**src/rtl/pc_next_ctrl.sv**
```systemverilog
// Next-PC control stage: decodes JMP/BRZ/BRNZ/CALL/RET, drives the PC load
// value (PCIN) and load strobe (z), and keeps a return-address stack (RAS)
// with sticky overflow/underflow flags.
// Optional build macro PC_NEXT_CTRL_RAS_WRAP_EN makes the RAS circular: a CALL
// on a full stack overwrites the oldest entry instead of being refused.
module pc_next_ctrl #(
    parameter int unsigned DEPTH = 8,
    parameter int unsigned AW    = 8
) (
    input  logic                           clk,
    input  logic                           reset,
    input  logic [AW-1:0]                  PC,
    input  logic [2:0]                     op,
    input  logic [AW-1:0]                  target,
    input  logic                           zero,
    input  logic                           clr_err,
    output logic [AW-1:0]                  PCIN,
    output logic                           z,
    output logic [$clog2(DEPTH+1)-1:0]     depth,
    output logic                           ovf,
    output logic                           unf,
    output logic                           taken_q
);

    localparam int unsigned DW = $clog2(DEPTH + 1);
    localparam int unsigned PW = $clog2(DEPTH);

    localparam logic [2:0] OpJmp  = 3'd1;
    localparam logic [2:0] OpBrz  = 3'd2;
    localparam logic [2:0] OpBrnz = 3'd3;
    localparam logic [2:0] OpCall = 3'd4;
    localparam logic [2:0] OpRet  = 3'd5;

    // RAS is addressed through a write pointer (next free slot) so that the
    // same storage works as a plain stack or as a circular buffer.
    logic [AW-1:0] ras_q [DEPTH];
    logic [PW-1:0] wr_ptr_q;
    logic [PW-1:0] top_ptr;
    logic [PW-1:0] nxt_ptr;
    logic [DW-1:0] depth_q;
    logic          ovf_q;
    logic          unf_q;

    logic [AW-1:0] pc_inc;
    logic [AW-1:0] br_tgt;
    logic          full;
    logic          empty;
    logic          push;
    logic          pop;
    logic          set_ovf;
    logic          set_unf;

    // Shared address arithmetic; adding the AW-bit offset at AW width is the
    // same as sign-extending it, modulo 2^AW.
    always_comb begin
        pc_inc  = PC + AW'(1);
        br_tgt  = PC + target;
        full    = (depth_q == DW'(DEPTH));
        empty   = (depth_q == '0);
        top_ptr = (wr_ptr_q == '0) ? PW'(DEPTH - 1) : wr_ptr_q - PW'(1);
        nxt_ptr = (wr_ptr_q == PW'(DEPTH - 1)) ? '0 : wr_ptr_q + PW'(1);
    end

    // Op decode: next-PC value, load strobe and RAS/flag actions.
    always_comb begin
        PCIN    = pc_inc;
        z       = 1'b0;
        push    = 1'b0;
        pop     = 1'b0;
        set_ovf = 1'b0;
        set_unf = 1'b0;
        case (op)
            OpJmp: begin
                z    = 1'b1;
                PCIN = target;
            end
            OpBrz: begin
                if (zero) begin
                    z    = 1'b1;
                    PCIN = br_tgt;
                end
            end
            OpBrnz: begin
                if (!zero) begin
                    z    = 1'b1;
                    PCIN = br_tgt;
                end
            end
            OpCall: begin
                if (!full) begin
                    z    = 1'b1;
                    PCIN = target;
                    push = 1'b1;
                end else begin
`ifdef PC_NEXT_CTRL_RAS_WRAP_EN
                    z       = 1'b1;
                    PCIN    = target;
                    push    = 1'b1;
                    set_ovf = 1'b1;
`else
                    set_ovf = 1'b1;
`endif
                end
            end
            OpRet: begin
                if (!empty) begin
                    z    = 1'b1;
                    PCIN = ras_q[top_ptr];
                    pop  = 1'b1;
                end else begin
                    set_unf = 1'b1;
                end
            end
            default: ;
        endcase
    end

    // Control state: depth, pointer, sticky flags (set beats clear) and the
    // delayed redirect indicator.
    always_ff @(posedge clk) begin
        if (reset) begin
            wr_ptr_q <= '0;
            depth_q  <= '0;
            ovf_q    <= 1'b0;
            unf_q    <= 1'b0;
            taken_q  <= 1'b0;
        end else begin
            if (push) begin
                wr_ptr_q <= nxt_ptr;
                if (!full) depth_q <= depth_q + DW'(1);
            end else if (pop) begin
                wr_ptr_q <= top_ptr;
                depth_q  <= depth_q - DW'(1);
            end
            if (set_ovf)      ovf_q <= 1'b1;
            else if (clr_err) ovf_q <= 1'b0;
            if (set_unf)      unf_q <= 1'b1;
            else if (clr_err) unf_q <= 1'b0;
            taken_q <= z;
        end
    end

    // RAS storage; contents need no reset.
    always_ff @(posedge clk) begin
        if (!reset && push) ras_q[wr_ptr_q] <= pc_inc;
    end

    assign depth = depth_q;
    assign ovf   = ovf_q;
    assign unf   = unf_q;

endmodule

```
**config.mk**
```make
export PLATFORM = sky130hd
export DESIGN_NAME = pc_next_ctrl
export DESIGN_NICKNAME = d
export VERILOG_FILES = /design/src/rtl/pc_next_ctrl.sv
export SDC_FILE = /design/constraint.sdc
export NUM_CORES = 1
export LEC_CHECK = 0
export CAP_MARGIN = 10
export CORE_MARGIN = 2
export CORE_UTILIZATION = 61
export DETAILED_ROUTE_END_ITERATION = 6
export PLACE_DENSITY = 0.83
export REMOVE_ABC_BUFFERS = 1
export SLEW_MARGIN = 20
export SYNTH_ARGS = -nofsm -noshare
export SYNTH_HDL_FRONTEND = slang
export SYNTH_SLANG_ARGS = --single-unit
```
**constraint.sdc**
```tcl
create_clock -name clk -period 8.58 [get_ports clk]
set_input_delay 0.858 -clock clk [delete_from_list [all_inputs] [get_ports clk]]
set_output_delay 0.858 -clock clk [all_outputs]
set_load 0.01 [all_outputs]
```
==> changes_impl.md, run 1 <==
### Changed

* Slew headroom at 0.315
* Total gr overflow at 0
* Flops & latches, synth at 74
* Clk_lat worst skew at 370 ps
* Critical path cell sequence: clkdlybuf4s50_1, ha_1, inv_1, fa_1, nor2b_1, nor3_1, o21bai_1, a21oi_1, xor2_1, o211ai_1, clkdlybuf4s50_1
* Final Critical Period at between 4000 and 5000 ps
* WL/cell at 21.2 um
* CLK BUF at 9
* Reg2reg start: depth[0]
* R2r endpoint: ras_q[5][2]
* Comb pwr share at 0.189
* R2R setup slack at 5870 ps
* Net Sw Frac at 0.275
* Synthesis area per yosys at 0.00378 sq mm
* Seq/total area at 0.478
* Delay-heaviest family, CP: buffers and inverters
* Vias in the first global route at 2591
* Arr. time, crit path at 3590 ps
* Levels on crit path at 11
* Vias per cell at 6.37
* Outcome: complete, no violations
* Peak VDD IR at 0.000147 V
* Chip width at 82.7 um
* Final setup vio count at 0
* Utilization after layout at 0.746
* Area leader, netlist: edfxtp_1
* Main synth FF type: edfxtp_1
* Worst Skew at around 17 ps
* Cell area after synthesis at 0.00378 sq mm
* Max_cap viols at 0
* Final Hold Vio Count at 0
* Synth async-reset ratio at 0
* First-pass GRT wire length at 13100 um
* DRC Markers at 0
* Critical path class: input pin to output pin
* Critical-path top delay cell: clkdlybuf4s50_1
* TritonRoute pass-1 iters at 4
* Plain + repair buffers at 44
* Flop count at 74
* Share of cells above drive strength 1 at 0.163
* PD cells at 188 mW/mm^2
* Sequential group share of total power at 0.484
* WHS Endpoint: unf
* Final Max Tran Viols at 0
* Fp util at 0.635
## run 1: stage by stage
stage               worst slack (ps)  total power, uW  instances  cell area [sq um]
finish                          4130              837        412               4440
global placement                4210              565        396               4240
CTS                             4150              840        412               4440
floorplan                       4780              505        277               3720
global route                    4020              866        412               4440
detailed placement              4140              569        396               4240
## run 1: logic make-up after synthesis
logic type | count (synthesis) | share of synthesized area
adder cells (fa/ha/maj) | 16 | 0.0569
AND-OR/OR-AND | 56 | 0.106
flip-flops | 74 | 0.561
AND/OR/NAND/NOR | 79 | 0.112
XOR/XNOR | 16 | 0.0371
multiplexers | 25 | 0.0986
buffers and inverters | 22 | 0.0281
## run 1: routing by layer
layer | vias up | part of all wire | global-route usage
li1 | 1190 | - | -
met1 | 1291 | 0.41 | 0.362
met2 | 129 | 0.50 | 0.428
met3 | 13 | 0.076 | 0.0739
met4 | 0 | 0.016 | 0.121
met5 | - | 0 | 0
## run 1: power groups by stage
stage,combinational [uW],clock (uW),sequential (uW)
floorplan,89.8,0,416
global placement,153,0,412
detailed placement,156,0,413
CTS,158,278,404
global route,172,289,405
finish,158,274,405
## run 1: layout by cell type (no fill, tap or decap), drive strengths merged, types with 10 or more instances in the layout
| cell | count |
|---|---|
| a21oi | 16 |
| clkdlybuf4s50 | 38 |
| dfxtp | 10 |
| edfxtp | 64 |
| ha | 14 |
| inv | 12 |
| nand2 | 16 |
| nand3 | 10 |
| nor2 | 22 |
| xnor2 | 10 |
## run 1: sequential cells by signal, indices dropped and copies added, names as in the netlist
name,cells
ovf,1
taken_q,1
depth,4
wr_ptr_q,3
unf,1
ras_q,64
### Metal 1, run 1

The bar under the picture is 20 um long. Supply wires on this layer in grey.
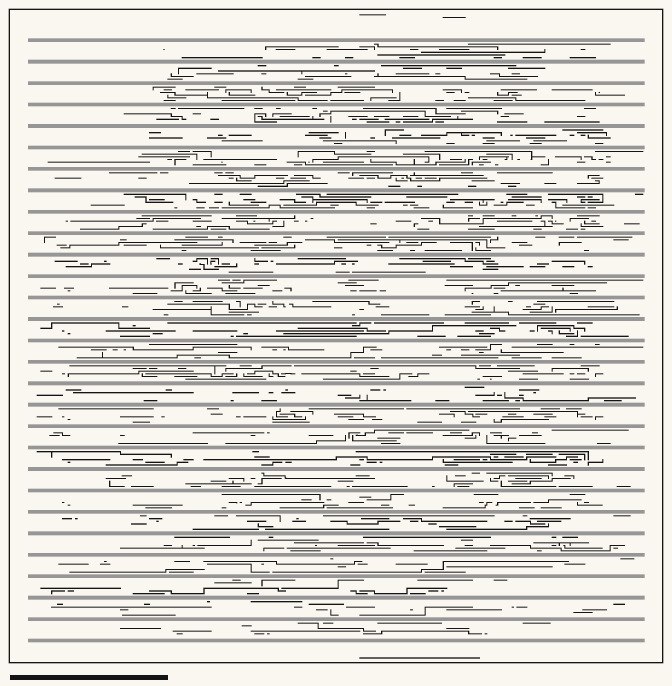
main direction: horizontal
longest straight run: 29.4 um
share of all routed wire: 41%

### M2 wires, run 1

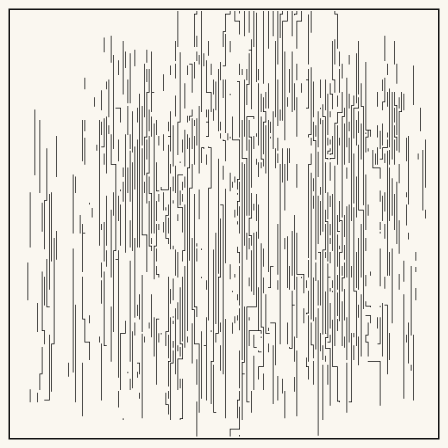
main direction: vertical
wire length on this layer: 4330 um
share of all routed wire: 50%
nets with wire on the layer: 329
longest straight run: 38.1 um
met2 usage: 0.428
via count: 2623
final wirelength: 8740 um

### Metal 3, run 1

The bar under the picture is 20 um long. Cells faint in the background.
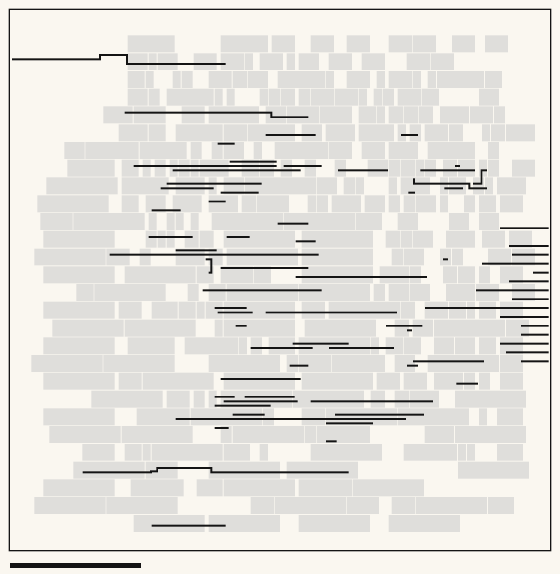
share of all routed wire: 7.6%
wire length on this layer: 666 um
main direction: horizontal
nets with wire on the layer: 59
longest straight run: 35.0 um

==> run 1 -> run 2 <==
CORE_UTILIZATION = 57   (was 61)
PLACE_DENSITY = 0.78   (was 0.83)
clock period = 4.6 ns   (was 8.58 ns; I/O delays follow)
### Clock routing, run 2

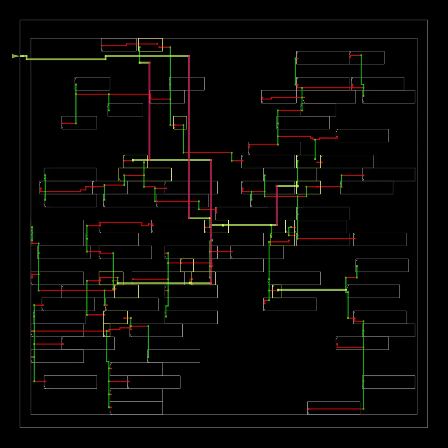
flop count: 74
CTS Buf Count: 9
CLK BUF: 11

==> changes_impl.md, run 2 <==
### Changed

* Main synth FF type: edfxtp_1 (unchanged)
* TritonRoute pass-1 iters at 4 (unchanged)
* Top reg by flops: ras_q (unchanged)
* Fp util at 0.592 (was 0.635)
* Design Area, Final at 0.00445 sq mm (was 0.00444 sq mm)
* Critical path class: flip-flop to output pin (was input pin to output pin)
* Flops & latches, synth at 74 (unchanged)
* Placed insts at 399 (was 396)
* Vias per cell at 6.14 (was 6.37)
* Outcome: complete, no violations (unchanged)
* Slew headroom at 0.310 (was 0.315)
* Max_cap viols at 0 (unchanged)
* Peak VDD IR at 0.000225 V (was 0.000147 V)
* Total gr overflow at 0 (unchanged)
* DRC Markers at 0 (unchanged)
* R2r endpoint: ras_q[1][0] (was ras_q[5][2])
* WL/cell at 20.7 um (was 21.2 um)
* First-pass GRT wire length at 13200 um (was 13100 um)
* Place WS at 1060 ps (was 4140 ps)
* Fin cells at 415 (was 412)
* Placed Area at 0.00426 sq mm (was 0.00424 sq mm)
* Clk_lat worst skew at 340 ps (was 370 ps)
* Critical-path top delay cell: or3_1 (was clkdlybuf4s50_1)
* Synthesis area per yosys at 0.00378 sq mm (unchanged)
* Vias in the first global route at 2529 (was 2591)
* Levels on crit path at 8 (was 11)
* Total Power at 1540 uW (was 837 uW)
* Final Hold Vio Count at 0 (unchanged)
* Via count at 2548 (was 2623)
* Final Critical Period at 3760 ps
* Critical path cell sequence: inv_1, ha_1, ha_1, or3_1, a211oi_2, a31oi_1, o211ai_1, clkdlybuf4s50_1 (was clkdlybuf4s50_1, ha_1, inv_1, fa_1, nor2b_1, nor3_1, o21bai_1, a21oi_1, xor2_1, o211ai_1, clkdlybuf4s50_1)
* Reg2reg start: depth[0] (unchanged)
* Max FFs per register at 64 (unchanged)
* PD cells at 346 mW/mm^2 (was 188 mW/mm^2)
==> run 2: cell families after synthesis <==
logic type | synth area share
flops | 0.561
mux | 0.0986
fa+ha+maj | 0.0569
simple gates | 0.112
xor+xnor | 0.0371
compound gates | 0.106
buf+inv | 0.0281
==> run 2: where the power goes <==
| group | internal, uW | switching, uW | total [uW] |
|---|---|---|---|
| combinational | 136 | 158 | 294 |
| sequential | 742 | 12.4 | 754 |
| clock | 264 | 231 | 494 |
==> run 2: worst register-to-register path: stages, from the launching register on <==
cell and delay [ps]:
dfxtp_1 510, nor3_2 130, nand2_1 80, and2_1 280, clkinv_2 220, nor3_1 800, buf_4 290
==> run 2: per-layer routing <==
layer | vias up | track usage | wire length [um]
met5 | - | 0 | 0
met4 | 0 | 0.115 | 190
met3 | 18 | 0.0447 | 705
met2 | 113 | 0.417 | 4340
met1 | 1221 | 0.313 | 3370
li1 | 1196 | - | -
==> run 2: worst min path at each step <==
stage | start | end | slack, ps | depth (start not counted)
2_1_floorplan | unf | unf | 470 | 2
3_3_place_gp | unf | unf | 450 | 2
3_5_place_dp | unf | unf | 460 | 2
4_1_cts | unf | unf | 470 | 2
5_1_grt | unf | unf | 490 | 2
6_report | unf | unf | 470 | 2
==> run 2: cell type report <==
type,instances,share of cell area
clock buffer,11,0.0318
sequential,74,0.477
multi-input combinational,192,0.351
clock inverter,5,0.0124
inverter,11,0.00955
tap,77,0.0216
timing repair buffer,45,0.0972
Power is estimated from default activity; no workload was simulated.
